==> config.mk <==
export PLATFORM = sky130hd
export DESIGN_NAME = uart_tx
export DESIGN_NICKNAME = d
export VERILOG_FILES = /design/src/rtl/uart_tx.sv
export SDC_FILE = /design/constraint.sdc
export NUM_CORES = 1
export LEC_CHECK = 0
export CAP_MARGIN = 20
export CORE_ASPECT_RATIO = 1.1
export CORE_MARGIN = 2
export CORE_UTILIZATION = 40
export CTS_CLUSTER_DIAMETER = 200
export CTS_CLUSTER_SIZE = 25
export DETAILED_ROUTE_END_ITERATION = 16
export HOLD_SLACK_MARGIN = 0.08
export PLACE_DENSITY = 0.66
export SYNTH_ARGS = -nofsm -noshare
export SYNTH_HDL_FRONTEND = slang
export SYNTH_SLANG_ARGS = --single-unit
==> constraint.sdc <==
create_clock -name clock_i -period 3.8 [get_ports clock_i]
set_input_delay 0.76 -clock clock_i [delete_from_list [all_inputs] [get_ports clock_i]]
set_output_delay 0.76 -clock clock_i [all_outputs]
set_load 0.02 [all_outputs]
==> src/rtl/uart_tx.sv <==
// UART 8N1/8N2 transmitter, LSB first, runtime baud divisor, one-entry holding register.
// Define UART_TX_PARITY_EN to insert a parity bit (even/odd by PARITY_ODD) after the data bits.
`timescale 1ns/1ps

module uart_tx #(
    parameter int STOP_BITS  = 1,
    parameter bit PARITY_ODD = 1'b0
) (
    input  logic        clock_i,
    input  logic        resetn_i,
    input  logic [11:0] baud_div,
    input  logic        txen,
    input  logic [7:0]  tx_data_i,
    output logic        txd,
    output logic        tx_ing,
    output logic        tx_rdy,
    output logic        tx_done,
    output logic        tx_drop
);

    typedef enum logic [2:0] {
        ST_IDLE,
        ST_START,
        ST_DATA,
        ST_PARITY,
        ST_STOP
    } state_t;

    state_t      r_state, w_state;
    logic [11:0] r_cnt, w_cnt;
    logic [11:0] r_div, w_div;
    logic [2:0]  r_bit, w_bit;
    logic [7:0]  r_shift, w_shift;
    logic [7:0]  r_hold, w_hold;
    logic        r_par, w_par;
    logic        r_txd, w_txd;
    logic        r_ing, w_ing;
    logic        r_rdy, w_rdy;
    logic        r_done, w_done;
    logic        r_drop, w_drop;

    logic [11:0] w_div_in;
    logic        w_accept;
    logic        w_xfer;
    logic        w_go;
    logic        w_bit_end;
    logic [7:0]  w_byte;

    // A pending byte moves from holding to shift register on the first clock of START.
    always_comb begin
        w_div_in  = (baud_div == 12'd0) ? 12'd1 : baud_div;
        w_accept  = txen & r_rdy;
        w_go      = w_accept | ~r_rdy;
        w_xfer    = (r_state == ST_START) && (r_cnt == r_div - 12'd1) && !r_rdy;
        w_byte    = w_xfer ? r_hold : r_shift;
        w_bit_end = (r_cnt == 12'd0);

        // NOTE: every next-state signal gets a default here so no latch is inferred.
        w_state = r_state;
        w_cnt   = w_bit_end ? r_div - 12'd1 : r_cnt - 12'd1;
        w_div   = r_div;
        w_bit   = r_bit;
        w_shift = w_byte;
        w_hold  = w_accept ? tx_data_i : r_hold;
        w_par   = w_xfer ? (^r_hold ^ PARITY_ODD) : r_par;
        w_rdy   = w_xfer ? 1'b1 : (w_accept ? 1'b0 : r_rdy);
        w_txd   = r_txd;
        w_drop  = txen & ~r_rdy;

        case (r_state)
            ST_IDLE: begin
                w_cnt = r_cnt;
                if (w_go) begin
                    w_state = ST_START;
                    w_div   = w_div_in;
                    w_cnt   = w_div_in - 12'd1;
                    w_txd   = 1'b0;
                end
            end
            ST_START: begin
                if (w_bit_end) begin
                    w_state = ST_DATA;
                    w_bit   = 3'd0;
                    w_txd   = w_byte[0];
                end
            end
            ST_DATA: begin
                if (w_bit_end) begin
                    if (r_bit == 3'd7) begin
                        w_bit = 3'd0;
`ifdef UART_TX_PARITY_EN
                        w_state = ST_PARITY;
                        w_txd   = r_par;
`else
                        w_state = ST_STOP;
                        w_txd   = 1'b1;
`endif
                    end else begin
                        w_bit   = r_bit + 3'd1;
                        w_shift = r_shift >> 1;
                        w_txd   = r_shift[1];
                    end
                end
            end
            ST_PARITY: begin
                if (w_bit_end) begin
                    w_state = ST_STOP;
                    w_bit   = 3'd0;
                    w_txd   = 1'b1;
                end
            end
            ST_STOP: begin
                if (w_bit_end) begin
                    if (r_bit == 3'(STOP_BITS - 1)) begin
                        if (w_go) begin
                            w_state = ST_START;
                            w_div   = w_div_in;
                            w_cnt   = w_div_in - 12'd1;
                            w_txd   = 1'b0;
                        end else begin
                            w_state = ST_IDLE;
                            w_cnt   = 12'd0;
                            w_txd   = 1'b1;
                        end
                    end else begin
                        w_bit = r_bit + 3'd1;
                    end
                end
            end
            default: begin
                w_state = ST_IDLE;
                w_cnt   = 12'd0;
                w_txd   = 1'b1;
            end
        endcase

        // Outputs are registered, so they are derived from the next state.
        w_ing  = (w_state != ST_IDLE);
        w_done = (w_state == ST_STOP) && (w_cnt == 12'd0) && (w_bit == 3'(STOP_BITS - 1));
    end

    // NOTE: sequential state uses non-blocking assignments only; data registers are cleared too.
    always_ff @(posedge clock_i or posedge resetn_i) begin
        if (resetn_i) begin
            r_state <= ST_IDLE;
            r_cnt   <= 12'd0;
            r_div   <= 12'd1;
            r_bit   <= 3'd0;
            r_shift <= 8'd0;
            r_hold  <= 8'd0;
            r_par   <= 1'b0;
            r_txd   <= 1'b1;
            r_ing   <= 1'b0;
            r_rdy   <= 1'b1;
            r_done  <= 1'b0;
            r_drop  <= 1'b0;
        end else begin
            r_state <= w_state;
            r_cnt   <= w_cnt;
            r_div   <= w_div;
            r_bit   <= w_bit;
            r_shift <= w_shift;
            r_hold  <= w_hold;
            r_par   <= w_par;
            r_txd   <= w_txd;
            r_ing   <= w_ing;
            r_rdy   <= w_rdy;
            r_done  <= w_done;
            r_drop  <= w_drop;
        end
    end

    assign txd     = r_txd;
    assign tx_ing  = r_ing;
    assign tx_rdy  = r_rdy;
    assign tx_done = r_done;
    assign tx_drop = r_drop;

endmodule

**Run 1: M1 wires**

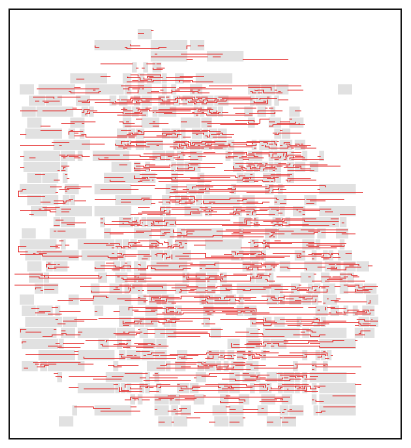
share of all routed wire: 44%
longest straight run: 39.1 um
wire length on this layer: 4740 um
main direction: horizontal
nets with wire on the layer: 454
M1 GR Usage: 31.6%
via count: 3541
WL final: 10.9 mm

**Run 1: met2 routing**

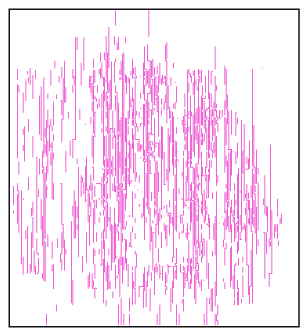
share of all routed wire: 47%
wire length on this layer: 5150 um
longest straight run: 49.3 um
routing usage on met2: 34.9%

**Run 1: signal wires on met3**

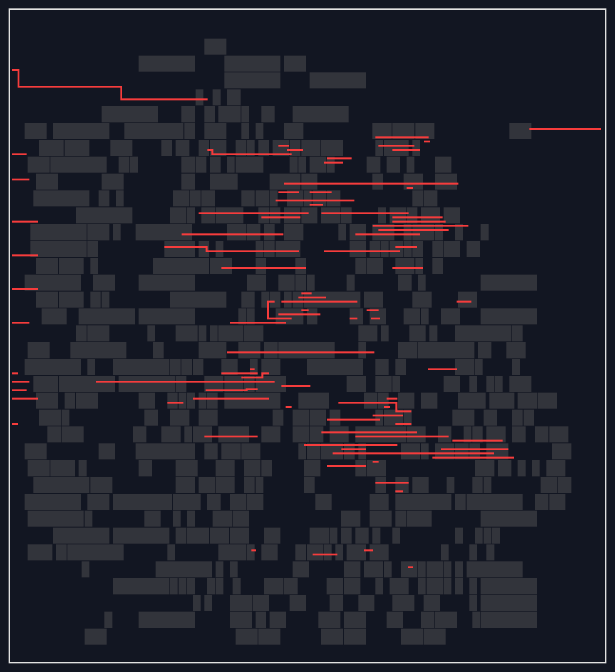
longest straight run: 28.5 um
share of all routed wire: 5.8%
met3 usage: 2.50%

==> flow_metrics.tcl, run 1 <==
# yosys + openroad results
set metrics [dict create \
    critPathCapture "r_shift[0]" \
    slew_violations 0 \
    hold_ws_ps 501 \
    cp-start-kind "flip-flop" \
    antenna_found_initial 0 \
    dp_cells 575 \
    powerDensity_nw_per_um2 593 \
    cp_common_cell "xnor2_1" \
    reg2reg_slack_ps 340 \
    cp_cell_sequence "inv_1 -> ha_1 -> xnor2_1 -> xnor2_1 -> a2111oi_0 -> or4b_1 -> nor4_2 -> buf_4 -> mux2i_1 -> a21oi_1" \
    xor_share_pct 6.95 \
    fp-utilization_pct 41.6 \
    min_to "r_shift[3]" \
    fmax_mhz 289 \
    comb_power_mw 1.16 \
    seq_power_share_pct 41.0 \
    core_sq_um 8960 \
    pg_clk_mw 0.326 \
    grtUsageTotal_pct 22.5 \
    p_comb_share_pct 46.0 \
    finalCriticalPeriod_ps 3460 \
    holdCritStartpoint "r_shift[4]" \
    n_fill_cell 881 \
    place_area_sq_um 4170 \
    tightest_slew_ps 807 \
    path_buffers 2 \
    utilization_pct 47.5 \
    critPathMaxStageDelay_ps 740 \
    fin_setup_tns_ps 0 \
    die_x_um 96.0 \
    ir_drop_uv 268 \
    warnings 27 \
    path_clk_slew_ps 100 \
    leakage_nw 1.69 \
    layout.cells.non_filler 583 \
    cts_root_buf "clkbuf_8" \
    cts_tree "yes" \
    dr.pass1.iters 5 \
    startpoint "r_div[0]" \
    hp-class "reg -> reg" \
    p_clk_share_pct 12.9 \
    io_pins 28 \
    grt_pass1_vias 3349 \
    routedWlPerCell_um 18.6 \
    via_per_inst 6.07 \
    synthesis.nets 473 \
    simple_gate_share_pct 27.0 \
    synthTopCellsByArea "dfrtp_1 32%, nand2_1 6.1%, xnor2_1 4.2%" \
    final-hold-violation-count 0 \
    critPathCaptureType "flip-flop" \
    arrival_ps 3660 \
    clockBufferDepth 2 \
    p_int_mw 1.37 \
    yosysUniqueCellTypes 71 \
    maxSlewHeadroom_pct 44.8 \
    reg.largest.list "r_cnt x12, r_div x12" \
    syn-mean-instance-area_sq_um 8.39 \
    ys_ff 51 \
    hold_buffers 0 \
    power_leader "combinational logic" \
    fp-row-count 36 \
    setup_viol 0 \
    nNetsFinal 497 \
    die_area_sq_um 10100 \
    post-dp-hpwl_mm 8.38 \
    slowest_stage "a2111oi_0" \
    reg2reg_to "r_shift[0]" \
    die_h_um 105 \
    synthTopLogicFamily "simple AND/OR/NAND/NOR gates" \
    cpLargestDelayFamily "AND-OR/OR-AND gates" \
    ff_type "dfrtp_1" \
    final_cell_mix "61 x nand2_1, 48 x dfrtp_1, 32 x nor2_1" \
    finalWeightedCongestion 0.949 \
    whs_path_depth 2 \
    worst-path-stages 10 \
    fin_ws_ps 335 \
    post_cts_buffers 0 \
    p_seq_mw 1.04 \
    r2r-start "r_div[0]" \
    cts_resized 0 \
    drv_cap 0 \
    ys_cells 444 \
    synth_area_sq_um 3720 \
    seq_area_frac_synth_pct 34.4 \
    cp_max_fo 9 \
    critPathKind "reg -> reg" \
    ant_nets 0 \
    syn_to_final_growth_pct 14.3 \
    drc_errors 0 \
    final_common_cell "nand2_1" \
    fin_area_sq_um 4260 \
    dpl_worst_slack_ps 33.8 \
    first_iter_violations 307 \
    ys_chip_area_sq_um 3720 \
    insertion_delay_ps 310 \
    crit_required_ps 4000 \
    grt_setup_unrepaired "no" \
    synthAdderAreaFrac_pct 2.02 \
    finalClockPeriodUsage_pct 91.2 \
    cts-buffers-inserted 5 \
    grt_max_degree 31 \
    fin_skew_ps 8.27 \
    ys_warn_count 0 \
    ys_sh_mux_pct 5.64 \
    cts.sinks 51 \
    sw_frac_of_total_pct 45.5 \
    most_common_cell "nand2_1" \
    status "completed" \
    async_reset_ff_share_pct 100 \
    synth_top_cell_by_area "dfrtp_1" \
    common_cells "61 x nand2_1, 48 x dfrtp_1, 32 x nor2_1" \
    layout-drive-gt1-share_pct 12.6 \
    aoi_share_pct 18.3 \
    port_buffers 27 \
    r2r_cells 10 \
    htreeDepth 2 \
    synthDominantCellAreaShare_pct 32.2 \
    synthCells 444 \
    synth-edff-count 0 \
    grt_pass1_wl_mm 17.5 \
    grt_overflow 0 \
    switchingPower_mw 1.15 \
    total_power_mw 2.52 \
    n_antenna_cell 0 \
]
run 1: area by class of cell:
| cell class | instances | area [sq um] | area share [%] |
|---|---|---|---|
| timing repair buffer | 51 | 450 | 10.6 |
| multi-input combinational | 342 | 2230 | 52.4 |
| clock buffer | 6 | 72.6 | 1.70 |
| sequential | 51 | 1280 | 30.1 |
| inverter | 17 | 63.8 | 1.50 |
| clock inverter | 2 | 16.3 | 0.382 |
| tap | 114 | 143 | 3.35 |
run 1: metal layers:
layer  global-route usage, %  vias to the layer above  wire (um)
met5                       0                        -          0
met4                    9.29                        0        352
li1                        -                     1661          -
met1                    31.6                     1705       4740
met2                    34.9                      154       5150
met3                    2.50                       21        631
## Run 2: what changed since run 1
- ABC_CLOCK_PERIOD_IN_PS: default -> 3800
**Run 2: M4 wires**

Bar = 20 um.
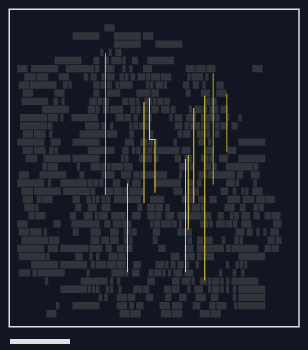
nets with wire on the layer: 10
wire length on this layer: 353 um
share of all routed wire: 3.3%

==> flow_metrics.tcl, run 2 <==
# yosys + openroad results
set metrics [dict create \
    status "completed" \
    clockBufferDepth 2 \
    dr_wl_met3_um 631 \
    reg2reg_slack_ps 340 \
    pg_clk_mw 0.326 \
    port_buffers 27 \
    cts_root_buf "clkbuf_8" \
    grtUsageTotal_pct 22.5 \
    n_antenna_cell 0 \
    powerDensity_nw_per_um2 593 \
    power_leader "combinational logic" \
    ys_warn_count 0 \
    fmax_mhz 289 \
    arrival_ps 3660 \
    comb_area_sq_um 2230 \
    cp-start-kind "flip-flop" \
    wl_met2_mm 5.15 \
    finalClockPeriodUsage_pct 91.2 \
    syn-mean-instance-area_sq_um 8.39 \
    critPathKind "reg -> reg" \
    synthTopLogicFamily "simple AND/OR/NAND/NOR gates" \
    p_seq_mw 1.04 \
    switchingPower_mw 1.15 \
    reg.largest.list "r_cnt x12, r_div x12" \
    p_int_mw 1.37 \
    nNonClkBuffers 51 \
    nonClkBufAreaFrac_pct 10.6 \
    routedWlPerCell_um 18.6 \
    highest_layer "met4" \
    finalCriticalPeriod_ps 3460 \
    sw_frac_of_total_pct 45.5 \
    cts_tree "yes" \
    crit_required_ps 4000 \
    synthAdderAreaFrac_pct 2.02 \
    cp_cell_sequence "inv_1 -> ha_1 -> xnor2_1 -> xnor2_1 -> a2111oi_0 -> or4b_1 -> nor4_2 -> buf_4 -> mux2i_1 -> a21oi_1" \
    tightest_slew_ps 807 \
    dp_cells 575 \
    common_cells "61 x nand2_1, 48 x dfrtp_1, 32 x nor2_1" \
    layout.cells.non_filler 583 \
    dr.pass1.iters 5 \
    p_comb_share_pct 46.0 \
    grt_pass1_wl_mm 17.5 \
    cp_common_cell "xnor2_1" \
    hold_ws_ps 501 \
    cpLargestDelayFamily "AND-OR/OR-AND gates" \
    seq_area_frac_synth_pct 34.4 \
    synthDominantCellAreaShare_pct 32.2 \
    syn_to_final_growth_pct 14.3 \
    grt_overflow 0 \
    synthTopCellsByArea "dfrtp_1 32%, nand2_1 6.1%, xnor2_1 4.2%" \
    fin_ws_ps 335 \
    drc_errors 0 \
    synth-edff-count 0 \
    total_power_mw 2.52 \
    n_clock_buffer 6 \
    grt_pass1_vias 3349 \
    inverters_excl_clock 17 \
    die_h_um 105 \
    post_cts_buffers 0 \
    comb_power_mw 1.16 \
    fin_area_sq_um 4260 \
    synthesis.nets 473 \
    layout-drive-gt1-share_pct 12.6 \
    die_x_um 96.0 \
    async_reset_ff_share_pct 100 \
    grt_use_met2_pct 34.9 \
    comb_cells 342 \
    synth_area_sq_um 3720 \
    simple_gate_share_pct 27.0 \
    first_iter_violations 307 \
]
**Run 2: M1 wires**

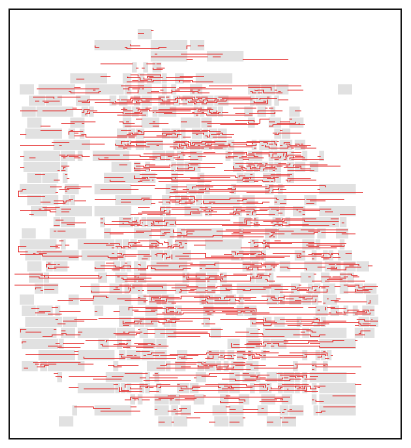
nets with wire on the layer: 454
share of all routed wire: 44%
longest straight run: 39.1 um
main direction: horizontal
wire length on this layer: 4740 um

[run 2: path summary, 6_finish.rpt]
check | start | to
max in group asynchronous | resetn_i | txd
worst max register to register | r_div[0] | r_shift[0]
worst max-delay path | r_div[0] | r_shift[0]
worst min register to register | r_shift[4] | r_shift[3]
worst min-delay path | r_shift[4] | r_shift[3]
min in group asynchronous | resetn_i | r_div[3]
[run 2: worst min-delay path, delay by kind of cell, from the launching register on]
| family | cells | cell delay (ps) |
|---|---|---|
| flops | 1 | 360 |
| compound gates | 1 | 60 |
| simple gates | 1 | 50 |
[run 2: logic make-up after synthesis]
group / count (synthesis)
adders and majority gates: 6
AOI/OAI and AO/OA: 99
DFF: 51
and+or+nand+nor: 189
xor gates and xnor gates: 28
muxes: 20
buffers and inverters: 51
